`src/rtl/pulse_gen.sv`:
```
// pulse_gen: timebase for the mm:ss display timer.
// Produces a free-running scan tick and a run/pause-gated count tick from
// the board clock, with a synchronised, debounced run/pause button.
// Define PG_SIM_FAST_EN to shrink all divisors for simulation
// (TICK_DIV=1000, SCAN_DIV=5, DB_CNT=4); the parameters are ignored then.
module pulse_gen #(
  parameter int CLK_HZ  = 50_000_000,
  parameter int TICK_HZ = 1,
  parameter int SCAN_HZ = 200,
  parameter int DB_MS   = 10
) (
  input  logic       PG_CLK,
  input  logic       PG_RST_N,
  input  logic       PG_BTN_RUN,
  input  logic       PG_CLR,
  output logic       PG_1Hz,
  output logic       PG_200Hz,
  output logic [1:0] PG_state
);

`ifdef PG_SIM_FAST_EN
  localparam bit FAST = 1'b1;
`else
  localparam bit FAST = 1'b0;
`endif

  localparam int TICK_DIV = FAST ? 1000 : CLK_HZ / TICK_HZ;
  localparam int SCAN_DIV = FAST ? 5    : CLK_HZ / SCAN_HZ;
  localparam int DB_CNT   = FAST ? 4    : CLK_HZ / 1000 * DB_MS;

  // A divisor of 1 still needs a one-bit counter that simply stays at 0
  localparam int TW = (TICK_DIV > 1) ? $clog2(TICK_DIV) : 1;
  localparam int SW = (SCAN_DIV > 1) ? $clog2(SCAN_DIV) : 1;
  localparam int DW = (DB_CNT   > 1) ? $clog2(DB_CNT)   : 1;

  localparam logic [TW-1:0] TICK_MAX = TW'(TICK_DIV - 1);
  localparam logic [SW-1:0] SCAN_MAX = SW'(SCAN_DIV - 1);
  localparam logic [DW-1:0] DB_MAX   = DW'(DB_CNT - 1);

  typedef enum logic [1:0] {
    STOPPED = 2'b00,
    RUNNING = 2'b01,
    PAUSED  = 2'b10
  } state_e;

  state_e          state_q, state_d;
  logic            btnMeta_q, btnSync_q;
  logic            dbLevel_q, dbLevel_d;
  logic [DW-1:0]   dbCnt_q, dbCnt_d;
  logic            press_q, press_d;
  logic [SW-1:0]   scanCnt_q, scanCnt_d;
  logic            scanPulse_q, scanPulse_d;
  logic [TW-1:0]   tickCnt_q, tickCnt_d;
  logic            tickPulse_q, tickPulse_d;

  // Datapath registers: synchroniser, debounce, press pulse and both prescalers
  always_ff @(posedge PG_CLK or negedge PG_RST_N) begin
    if (!PG_RST_N) begin
      btnMeta_q   <= 1'b0;
      btnSync_q   <= 1'b0;
      dbLevel_q   <= 1'b0;
      dbCnt_q     <= '0;
      press_q     <= 1'b0;
      scanCnt_q   <= '0;
      scanPulse_q <= 1'b0;
      tickCnt_q   <= '0;
      tickPulse_q <= 1'b0;
    end else begin
      btnMeta_q   <= PG_BTN_RUN;
      btnSync_q   <= btnMeta_q;
      dbLevel_q   <= dbLevel_d;
      dbCnt_q     <= dbCnt_d;
      press_q     <= press_d;
      scanCnt_q   <= scanCnt_d;
      scanPulse_q <= scanPulse_d;
      tickCnt_q   <= tickCnt_d;
      tickPulse_q <= tickPulse_d;
    end
  end

  // Debounce: accept the synced level after DB_CNT consecutive differing cycles;
  // only an accepted rising level produces a press event
  always_comb begin
    dbLevel_d = dbLevel_q;
    dbCnt_d   = '0;
    press_d   = 1'b0;
    if (btnSync_q != dbLevel_q) begin
      if (dbCnt_q == DB_MAX) begin
        dbLevel_d = btnSync_q;
        press_d   = btnSync_q;
      end else begin
        dbCnt_d = dbCnt_q + DW'(1);
      end
    end
  end

  // Scan prescaler: free-running in every state, unaffected by clear
  always_comb begin
    scanPulse_d = 1'b0;
    if (scanCnt_q == SCAN_MAX) begin
      scanCnt_d   = '0;
      scanPulse_d = 1'b1;
    end else begin
      scanCnt_d = scanCnt_q + SW'(1);
    end
  end

  // FSM state register
  always_ff @(posedge PG_CLK or negedge PG_RST_N) begin
    if (!PG_RST_N) begin
      state_q <= STOPPED;
    end else begin
      state_q <= state_d;
    end
  end

  // Next state and tick prescaler: clear wins over a press, the prescaler
  // only advances while RUNNING so a pause on the wrap edge still pulses
  always_comb begin
    state_d     = state_q;
    tickCnt_d   = tickCnt_q;
    tickPulse_d = 1'b0;
    if (PG_CLR) begin
      state_d   = STOPPED;
      tickCnt_d = '0;
    end else begin
      if (state_q == RUNNING) begin
        if (tickCnt_q == TICK_MAX) begin
          tickCnt_d   = '0;
          tickPulse_d = 1'b1;
        end else begin
          tickCnt_d = tickCnt_q + TW'(1);
        end
      end
      if (press_q) begin
        case (state_q)
          STOPPED: state_d = RUNNING;
          RUNNING: state_d = PAUSED;
          PAUSED:  state_d = RUNNING;
          default: state_d = STOPPED;
        endcase
      end
    end
  end

  assign PG_1Hz   = tickPulse_q;
  assign PG_200Hz = scanPulse_q;
  assign PG_state = state_q;

endmodule
```
`config.mk`:
```
export PLATFORM = sky130hd
export DESIGN_NAME = pulse_gen
export DESIGN_NICKNAME = d
export VERILOG_FILES = /design/src/rtl/pulse_gen.sv
export SDC_FILE = /design/constraint.sdc
export NUM_CORES = 1
export LEC_CHECK = 0
export CAP_MARGIN = 30
export CORE_ASPECT_RATIO = 0.7
export CORE_MARGIN = 10
export CORE_UTILIZATION = 45
export CTS_CLUSTER_DIAMETER = 200
export DETAILED_ROUTE_END_ITERATION = 10
export GPL_TIMING_DRIVEN = 0
export SKIP_LAST_GASP = 1
export SLEW_MARGIN = 20
export SYNTH_ARGS = -nofsm -noshare
export SYNTH_HDL_FRONTEND = slang
export SYNTH_SLANG_ARGS = --single-unit
```
`constraint.sdc`:
```
create_clock -name PG_CLK -period 2.3 [get_ports PG_CLK]
set_input_delay 0.23 -clock PG_CLK [delete_from_list [all_inputs] [get_ports PG_CLK]]
set_output_delay 0.23 -clock PG_CLK [all_outputs]
set_load 0.02 [all_outputs]
```
Figure 1. The metal 1 layer (run 1).
The bar under the picture is 50 um long. Cells faint in the background.
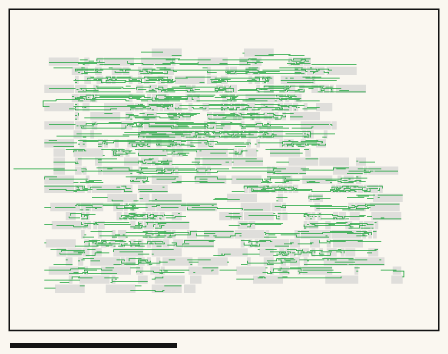
wire length on this layer = 4440 um
nets with wire on the layer = 398
longest straight run = 31.7 um
main direction = horizontal

Figure 2. Metal 4 (run 1).
The bar under the picture is 50 um long.
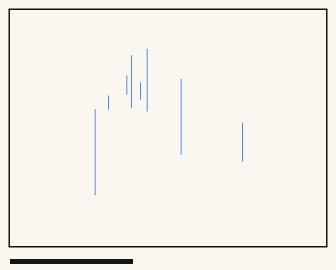
main direction = vertical
wire length on this layer = 147 um
longest straight run = 34.7 um
nets with wire on the layer = 5
Detailed Route WL: 8500 um
Via Count: 3019

==> notes.md, run 1 <==
run metrics: Max Clock Freq 450 MHz, placed instance area 0.00391 sq mm, chip area 0.0123 sq mm, Ports 8, Simple-Gate Area Share 29.5%, H-tree lvl count 3, WL per Instance 16.1 um, min-delay src PG_BTN_RUN, syn avg cell area 9.12 sq um, # port buffers 7, Final GP Congestion 0.941, status finished clean, TritonCTS clock tree yes, Worst Reg-to-Reg Cells 6, initial antenna violation count 0, leak pwr 1.66 nW, Worst VDD drop 0.000430 V, FA/HA/MAJ Cells, Area Fraction 1.02%, Late-Pin Clk Latency 0.33 ns, Worst Hold Path EP btnMeta_q$_DFF_PN0_, setup TNS 0 ns, Clock Tree Root clkbuf_16, crit path DAT 2.41 ns, largest net degree at the start of global routing 48, first-pass GRT wire length 14400 um, drt first pass iters 5, Crit-path slowest cell or4_1, routed vias/inst 5.71, worst hold stages 1, Cell Chain, Critical Path nor4bb_1, nand2_1, or4_1, buf_2, a21oi_1, o32ai_1, Final Slew Violations 0, unrepaired setup endpoints after global routing false, Setup Crit Path Kind flip-flop to flip-flop, Power Dens Cells 645 mW/mm^2, GRT Util Overall 14.7%, Hold Fails Final Rpt 0, Seq pwr share 46.5%, Worst Setup SP tickCnt_q[10]$_DFFE_PN0P_, FFs w/ async S/R, synth 100%, Final Setup Violations 0, worst slack, placed -0.137 ns, Worst path max stage delay 0.57 ns, DRT antenna net count 0, Synth cell types 40, top-count cell post-synth dfrtp_1, post-layout period usage 96.6%, Top Layout Cells dfrtp_1 (69), nor2_1 (61), nand2_1 (31), Rel. slew slack 59.8%, total CTS buffers 9, Cell area leaders dfrtp_1 (48%), nor2_1 (6.2%), xnor2_1 (4.8%), and-or/or-and share of the synthesized area 7.88%, fp_density 46.6%, Die X 128 um, P_int 2.15 mW
Figure 3. Signal wires on met3 (run 1).
The bar under the picture is 50 um long. Cells faint in the background.
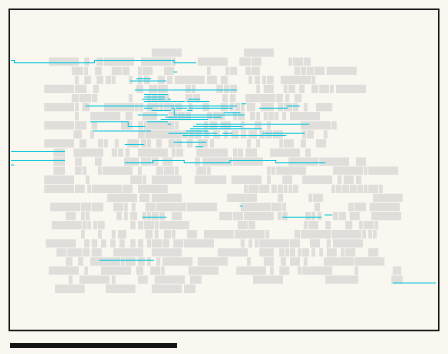
main direction = horizontal
nets with wire on the layer = 37
longest straight run = 45.1 um
share of all routed wire = 7.4%
met3 Track Usage GR: 4.34%

## run 1: routing by layer
layer / vias up / wire length (um)
li1: 1463 / -
met1: 1448 / 4440
met2: 90 / 3280
met3: 18 / 633
met4: 0 / 146
met5: - / 0
## run 1: stage by stage
stage          hold WS, ns  instances
2_1_floorplan      -0.0656        404
3_3_place_gp         0.337        512
3_5_place_dp         0.170        513
4_1_cts              0.333        530
5_1_grt              0.354        529
6_report             0.337        529
## run 1: state kept, by name, summed over array words and instances (netlist names)
signal and count:
press_q 1, PG_state 2, PG_200Hz 1, dbLevel_q 1, tickCnt_q 26, btnSync_q 1
scanCnt_q 18, dbCnt_q 19, btnMeta_q 1, PG_1Hz 1
## run 1: what timing repair did
action / in CTS / in global routing
gates resized: 2 / 10
setup endpoints to repair: 15 / 22
gates cloned: 0 / 0
hold endpoints to repair: 24 / 0
hold buffers: 1 / 0
## run 1: final cells by class
type,count,area [sq um]
Buffer,18,77.6
Clock buffer,13,250
Fill cell,749,3670
Clock inverter,3,42.5
Tap cell,101,126
Multi-Input combinational cell,300,1800
Timing Repair Buffer,9,105
Inverter,14,52.6
Sequential cell,71,1780
## run 1: worst max-delay path by stage
stage | to | slack [ns] | depth (start not counted)
after floorplan | tickCnt_q[23]$_DFFE_PN0P_ | 0.27 | 7
after CTS | dbCnt_q[16]$_DFF_PN0_ | -0.002 | 8
final | tickCnt_q[9]$_DFFE_PN0P_ | 0.08 | 6
after detailed placement | dbCnt_q[16]$_DFF_PN0_ | -0.14 | 8
after global placement | tickCnt_q[18]$_DFFE_PN0P_ | -1.52 | 1
after global routing | tickCnt_q[23]$_DFFE_PN0P_ | 0.006 | 6
==> run 1 -> run 2 <==
- CORE_ASPECT_RATIO: 0.7 -> default
- SETUP_SLACK_MARGIN: default -> 0.02
- SLEW_MARGIN: 20 -> 0
Figure 4. The metal 1 layer (run 2).
The bar under the picture is 20 um long. Cells faint in the background.
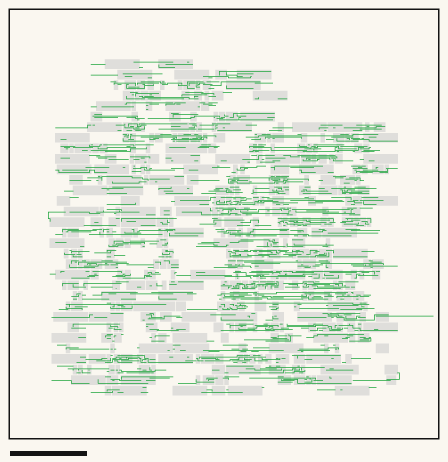
main direction = horizontal
longest straight run = 29.9 um
wire length on this layer = 3870 um

Figure 5. M2 wires (run 2).
The bar under the picture is 20 um long. Cells faint in the background.
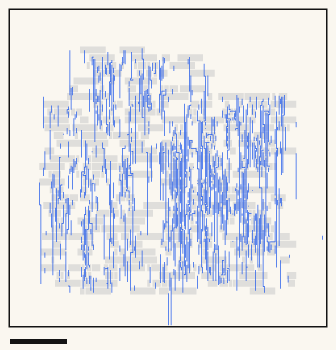
wire length on this layer = 4020 um
share of all routed wire = 47%
longest straight run = 47.6 um
nets with wire on the layer = 349
main direction = vertical
met2 usage: 22.3%
Via Count: 3038
Detailed Route WL: 8560 um

==> run 2 against run 1 <==
Register-to-register slack better by 0.02 ns. Core utilization decreased by 0.17 points. Critical path depth unchanged. Critical endpoint is now tickCnt_q[16]$_DFFE_PN0P_. Global-route usage decreased by 0.56 points.
==> notes.md, run 2 <==
run metrics: status finished clean (unchanged), largest net degree at the start of global routing 47 (was 48), Clock Tree Root clkbuf_8 (was clkbuf_16), GRT Util Overall 14.2% (was 14.7%), Post-Place Cells 515 (was 513), Top Layout Cells dfrtp_1 (70), nor2_1 (61), nand2_1 (30) (was dfrtp_1 (69), nor2_1 (61), nand2_1 (31)), CP Depth 6 (unchanged), Setup Crit Path Kind flip-flop to flip-flop (unchanged), chip area 0.0122 sq mm (was 0.0123 sq mm), Final Setup Violations 0 (unchanged), # port buffers 7 (unchanged), Hold Fails Final Rpt 0 (unchanged), Final GP Congestion 0.875 (was 0.941), total CTS buffers 9 (unchanged), Cell Chain, Critical Path ha_1, and4_2, nand4_1, nor3_1, o21ai_0, a32o_1 (was nor4bb_1, nand2_1, or4_1, buf_2, a21oi_1, o32ai_1), fp_density 47.0% (was 46.6%), Biggest register tickCnt_q (unchanged), post-layout period usage 95.8% (was 96.6%), Synth cell types 40 (unchanged), drt first pass iters 4 (was 5), Seq pwr share 50.9% (was 46.5%), unrepaired setup endpoints after global routing true (was false), hold slack 0.308 ns (was 0.337 ns), initial antenna violation count 0 (unchanged), routed vias/inst 5.69 (was 5.71), placed instance area 0.00391 sq mm (about the same), worst slack, placed -0.130 ns (was -0.137 ns), WL per Instance 16.0 um (was 16.1 um), Simple-Gate Area Share 29.5% (unchanged), Crit-path slowest cell nor3_1 (was or4_1), worst hold stages 1 (unchanged), top-count cell post-synth dfrtp_1 (unchanged), crit path DAT 2.45 ns (was 2.41 ns), Worst Reg-to-Reg Cells 6 (unchanged), Final Slew Violations 0 (unchanged), Ports 8 (unchanged), Regs by FF count tickCnt_q x26, dbCnt_q x19, scanCnt_q x18 (unchanged), Rel. slew slack 59.2% (was 59.8%)
==> run 2: area by class of cell <==
class	instances	area [sq um]
plain buffers	18	77.6
clock buffers	9	124
flip-flops and latches	71	1780
repair buffers	13	133
multi-input cells	300	1800
fillers	759	3660
inverters	14	52.6
clock inverters	7	104
well taps	102	128
==> run 2: cells by family (layout without fill, tap and decap cells) <==
group           Yosys count  in the layout
simple gates            213            213
flops                    71             71
compound gates           43             43
xor+xnor                 38             38
buf+inv                  33             61
fa+ha+maj                 3              3
mux                       3              3
==> run 2: metal layers <==
layer | vias up | share of wire [%] | wire, um
li1 | 1482 | - | -
met1 | 1454 | 45 | 3870
met2 | 76 | 47 | 4020
met3 | 26 | 5.0 | 428
met4 | 0 | 2.9 | 244
met5 | - | 0 | 0
==> run 2: final timing paths <==
| check | from | to | slack, ns |
|---|---|---|---|
| hold / removal | PG_BTN_RUN | btnMeta_q$_DFF_PN0_ | 0.31 |
| hold reg to reg | btnMeta_q$_DFF_PN0_ | btnSync_q$_DFF_PN0_ | 0.36 |
| min in group asynchronous | PG_RST_N | PG_1Hz$_DFF_PN0_ | 0.32 |
| max in group asynchronous | PG_RST_N | tickCnt_q[6]$_DFFE_PN0P_ | 1.43 |
| setup reg to reg | tickCnt_q[0]$_DFFE_PN0P_ | tickCnt_q[16]$_DFFE_PN0P_ | 0.1 |
| setup / recovery | tickCnt_q[0]$_DFFE_PN0P_ | tickCnt_q[16]$_DFFE_PN0P_ | 0.1 |
==> run 2: repair_timing <==
item | in CTS | in global routing
setup buffers | 0 | 3
endpoints found under the hold margin | 25 | 0
hold buffers | 1 | 0
setup endpoints to repair | 16 | 12
pin swaps | 0 | 2
gates resized | 3 | 6
Power is estimated from default activity; no workload was simulated.
